## src/rtl/strobe_fifo_pkg.sv

```systemverilog
// Shared constants and elaboration-time helpers for strobe_fifo.
// Strobe qualification is chosen with the STROBE_FIFO_EDGE_DETECT_EN macro.
package strobe_fifo_pkg;

    localparam logic ERR_RESET  = 1'b0;
    localparam logic HIST_RESET = 1'b1;

    function automatic int level_width(input int depth);
        return $clog2(depth) + 1;
    endfunction

    function automatic bit is_pow2(input int n);
        return (n > 0) && ((n & (n - 1)) == 0);
    endfunction

    function automatic bit params_legal(input int depth, input int af, input int ae);
        return is_pow2(depth) && (depth >= 2) && (af <= depth) && (ae < depth);
    endfunction

endpackage

```

## src/rtl/strobe_fifo_edge.sv

```systemverilog
// Rising-edge qualifier for one strobe. History resets high so a strobe
// held across reset release does not count until it drops and rises again.
module strobe_edge_detect
    import strobe_fifo_pkg::*;
(
    input  logic clock,
    input  logic reset,
    input  logic strobe,
    output logic rise
);

    logic strobe_d;

    always_ff @(posedge clock or posedge reset) begin
        if (reset) strobe_d <= HIST_RESET;
        else       strobe_d <= strobe;
    end

    assign rise = strobe & ~strobe_d;

endmodule

```

## src/rtl/strobe_fifo.sv

```systemverilog
// Synchronous show-ahead FIFO with thresholds, sticky errors and flush.
// Define STROBE_FIFO_EDGE_DETECT_EN for edge-qualified strobes; default is level.
module strobe_fifo
    import strobe_fifo_pkg::*;
#(
    parameter int DATA_WIDTH = 8,
    parameter int DEPTH      = 16,
    parameter int AF_THRESH  = DEPTH - 2,
    parameter int AE_THRESH  = 2
) (
    input  logic                    clock,
    input  logic                    reset,
    input  logic                    flush,
    input  logic                    write_en,
    input  logic                    read_en,
    input  logic [DATA_WIDTH-1:0]   data_in,
    output logic [DATA_WIDTH-1:0]   data_out,
    output logic                    full,
    output logic                    empty,
    output logic                    almost_full,
    output logic                    almost_empty,
    output logic [$clog2(DEPTH):0]  level,
    output logic                    overflow,
    output logic                    underflow
);

    localparam int AW = $clog2(DEPTH);
    localparam int LW = level_width(DEPTH);
    localparam logic [LW-1:0] DEPTH_L = LW'(DEPTH);
    localparam logic [LW-1:0] AF_L    = LW'(AF_THRESH);
    localparam logic [LW-1:0] AE_L    = LW'(AE_THRESH);

    if (!params_legal(DEPTH, AF_THRESH, AE_THRESH)) begin : g_bad_params
        $error("strobe_fifo: illegal DEPTH/AF_THRESH/AE_THRESH combination");
    end

    logic [DATA_WIDTH-1:0] mem [DEPTH];
    logic [AW-1:0]         wr_ptr, rd_ptr;
    logic [LW-1:0]         level_q;
    logic                  wr_req, rd_req, wr_acc, rd_acc;

`ifdef STROBE_FIFO_EDGE_DETECT_EN
    strobe_edge_detect u_wr_edge (.clock(clock), .reset(reset), .strobe(write_en), .rise(wr_req));
    strobe_edge_detect u_rd_edge (.clock(clock), .reset(reset), .strobe(read_en),  .rise(rd_req));
`else
    assign wr_req = write_en;
    assign rd_req = read_en;
`endif

    // A request is accepted when it fires and the FIFO can honour it this cycle;
    // a full FIFO still takes a write if a read frees a slot on the same edge.
    // An empty FIFO never bypasses, so a read there is rejected even with a write.
    assign rd_acc = rd_req & ~empty;
    assign wr_acc = wr_req & (~full | rd_acc);

    always_ff @(posedge clock) begin
        if (wr_acc && !flush && !reset) mem[wr_ptr] <= data_in;
    end

    always_ff @(posedge clock or posedge reset) begin
        if (reset) begin
            wr_ptr    <= '0;
            rd_ptr    <= '0;
            level_q   <= '0;
            overflow  <= ERR_RESET;
            underflow <= ERR_RESET;
        end else if (flush) begin
            wr_ptr    <= '0;
            rd_ptr    <= '0;
            level_q   <= '0;
            overflow  <= ERR_RESET;
            underflow <= ERR_RESET;
        end else begin
            if (wr_acc) wr_ptr <= wr_ptr + AW'(1);
            if (rd_acc) rd_ptr <= rd_ptr + AW'(1);
            if (wr_acc && !rd_acc)      level_q <= level_q + LW'(1);
            else if (rd_acc && !wr_acc) level_q <= level_q - LW'(1);
            if (wr_req && !wr_acc) overflow  <= 1'b1;
            if (rd_req && !rd_acc) underflow <= 1'b1;
        end
    end

    assign level        = level_q;
    assign empty        = (level_q == '0);
    assign full         = (level_q == DEPTH_L);
    assign almost_full  = (level_q >= AF_L);
    assign almost_empty = (level_q <= AE_L);
    assign data_out     = empty ? '0 : mem[rd_ptr];

endmodule

```

## config.mk

```make
export PLATFORM = sky130hd
export DESIGN_NAME = strobe_fifo
export DESIGN_NICKNAME = d
export VERILOG_FILES = /design/src/rtl/strobe_fifo_pkg.sv /design/src/rtl/strobe_fifo_edge.sv /design/src/rtl/strobe_fifo.sv
export SDC_FILE = /design/constraint.sdc
export NUM_CORES = 1
export LEC_CHECK = 0
export ABC_AREA = 1
export CAP_MARGIN = 20
export CORE_ASPECT_RATIO = 1.2
export CORE_MARGIN = 8
export CORE_UTILIZATION = 45
export CTS_CLUSTER_SIZE = 14
export DETAILED_ROUTE_END_ITERATION = 12
export GPL_TIMING_DRIVEN = 0
export PLACE_DENSITY = 0.67
export SETUP_SLACK_MARGIN = 0.3
export SLEW_MARGIN = 30
export SYNTH_ARGS = -nofsm -noshare
export SYNTH_HDL_FRONTEND = slang
export SYNTH_SLANG_ARGS = --single-unit
```

## constraint.sdc

```tcl
create_clock -name clock -period 6.2 [get_ports clock]
set_input_delay 0.62 -clock clock [delete_from_list [all_inputs] [get_ports clock]]
set_output_delay 0.62 -clock clock [all_outputs]
set_load 0.02 [all_outputs]
```

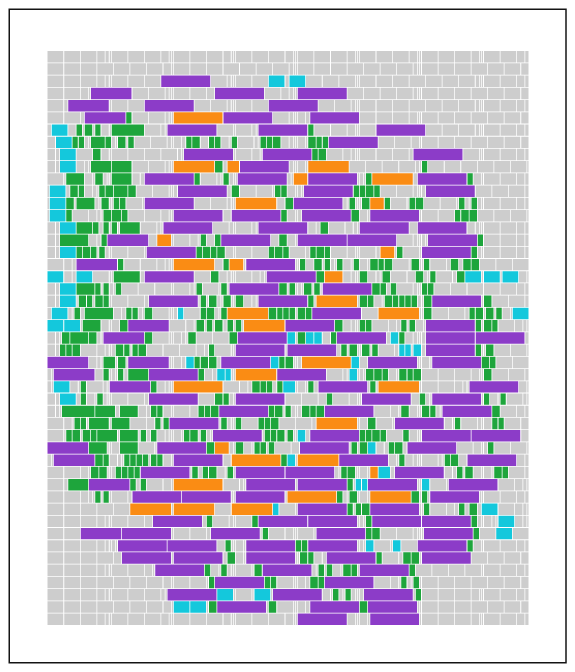
(images/placement_by_type.png)
Fill, decap, tap and diode cells in grey.
| colour | class | cells | share of their area |
|---|---|---|---|
| purple | flops | 143 | 58% |
| orange | clock drivers and dummy loads | 32 | 9.4% |
| cyan | other buffers and delay cells | 56 | 6.0% |
| green | combinational and other logic | 397 | 26% |
final core occ: 54.4%
# rows: 47
core area: 0.0137 mm²
Seq/total area: 56.6%

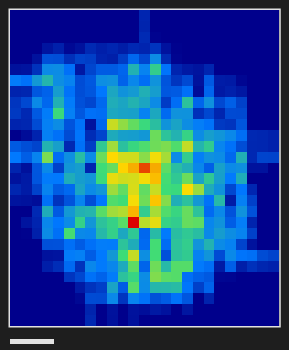
(images/metal_density.png)
Scale bar: 20 µm. 25 x 29 tiles, from dark blue (low) to red (high), scaled to the fullest tile. Values are wire area over tile area, all layers added.
fullest tile: 0.76
mean over tiles: 0.15
emptiest ninth of the die: upper right
densest ninth of the die: centre
nearly empty tiles: 31%
tiles over half the peak: 9.9%

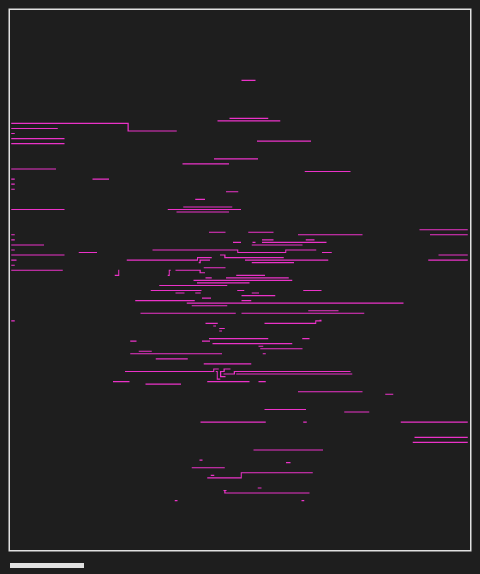
(images/layer_met3.png)
Scale bar: 20 µm.
main direction: horizontal
share of all routed wire: 7.6%
longest straight run: 58.0 µm
M3 GR Usage: 4.97%
WL final: 16.3 mm
routed vias: 4,380

==> flow_summary.json <==
{
  "synthAdderAreaFrac_pct": 2.12,
  "final-nonclk-buf-share_pct": 5.79,
  "endpoint_kind": "primary output",
  "wl_met2_mm": 8.08,
  "pin_count": 32,
  "pwr.group.clock_mw": 1.17,
  "die_h_um": 145,
  "min_delay_path_depth": 2,
  "worst_path_max_delay_cell": "clkdlybuf4s50_1",
  "drive_above_1_share_pct": 10.5,
  "status": "finished clean",
  "drv_cap": 0,
  "ys_cells": 565,
  "path_max_fanout": 10,
  "hp-start": "overflow$_DFFE_PP0P_",
  "criticalPathCategory": "register to primary output",
  "clk_pin_slew_worst_paths_ns": 0.06,
  "power_leader": "clock",
  "critPathLaunchType": "register",
  "critical_path_required_ns": 5.58,
  "dp_cells": 767,
  "whs_endpoint": "overflow$_DFFE_PP0P_",
  "seq_area_mm2": 0.00422,
  "die_area_mm2": 0.0179,
  "ir_drop_v": 0.000277,
  "final.fill_count": 1156,
  "ys_seq_share_pct": 67.6,
  "ant_nets": 0,
  "p_total_mw": 3.27,
  "ys_ff": 143,
  "setup_tns_ns": 0,
  "ys_sh_aoi_pct": 1.90,
  "wire_per_inst_um": 20.4,
  "avgSynthCellArea_um2": 11.1,
  "period_needed_ns": 3.43,
  "antenna_found_initial": 0,
  "yosysWarnings": 0,
  "comb_share_pct": 24.6,
  "r2r_end": "mem[8][4]$_DFFE_PP_",
  "cts_buffer_depth": 2,
  "grt_max_degree": 17,
  "crit_chain": "inv_2 -> buf_4 -> buf_2 -> nand2_1 -> nand3_1 -> nand3_1 -> nand2_1 -> nand2_1 -> a21oi_1 -> clkdlybuf4s50_1"
}
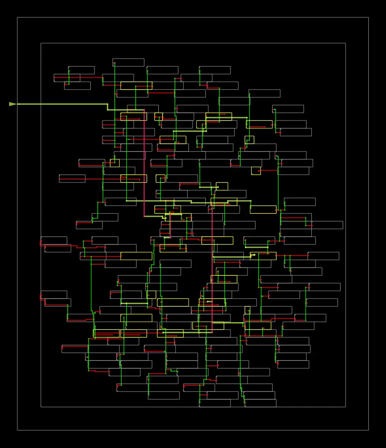
(images/clocks.png)
clock buffer count: 17
CTS Sinks: 143
flop count: 143
Num CTS Buffers: 17

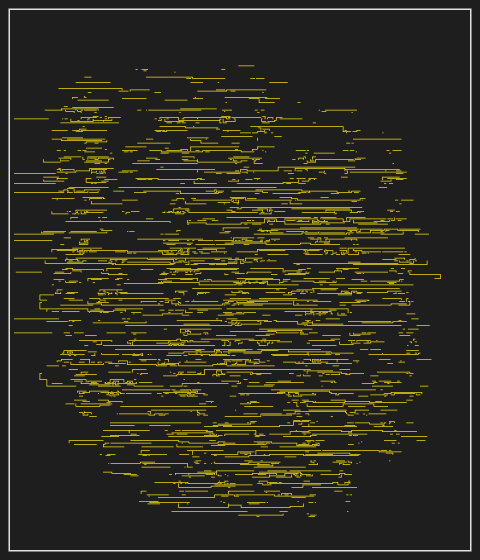
(images/layer_met1.png)
longest straight run: 42.3 µm
share of all routed wire: 39%
wire length on this layer: 6,380 µm
main direction: horizontal

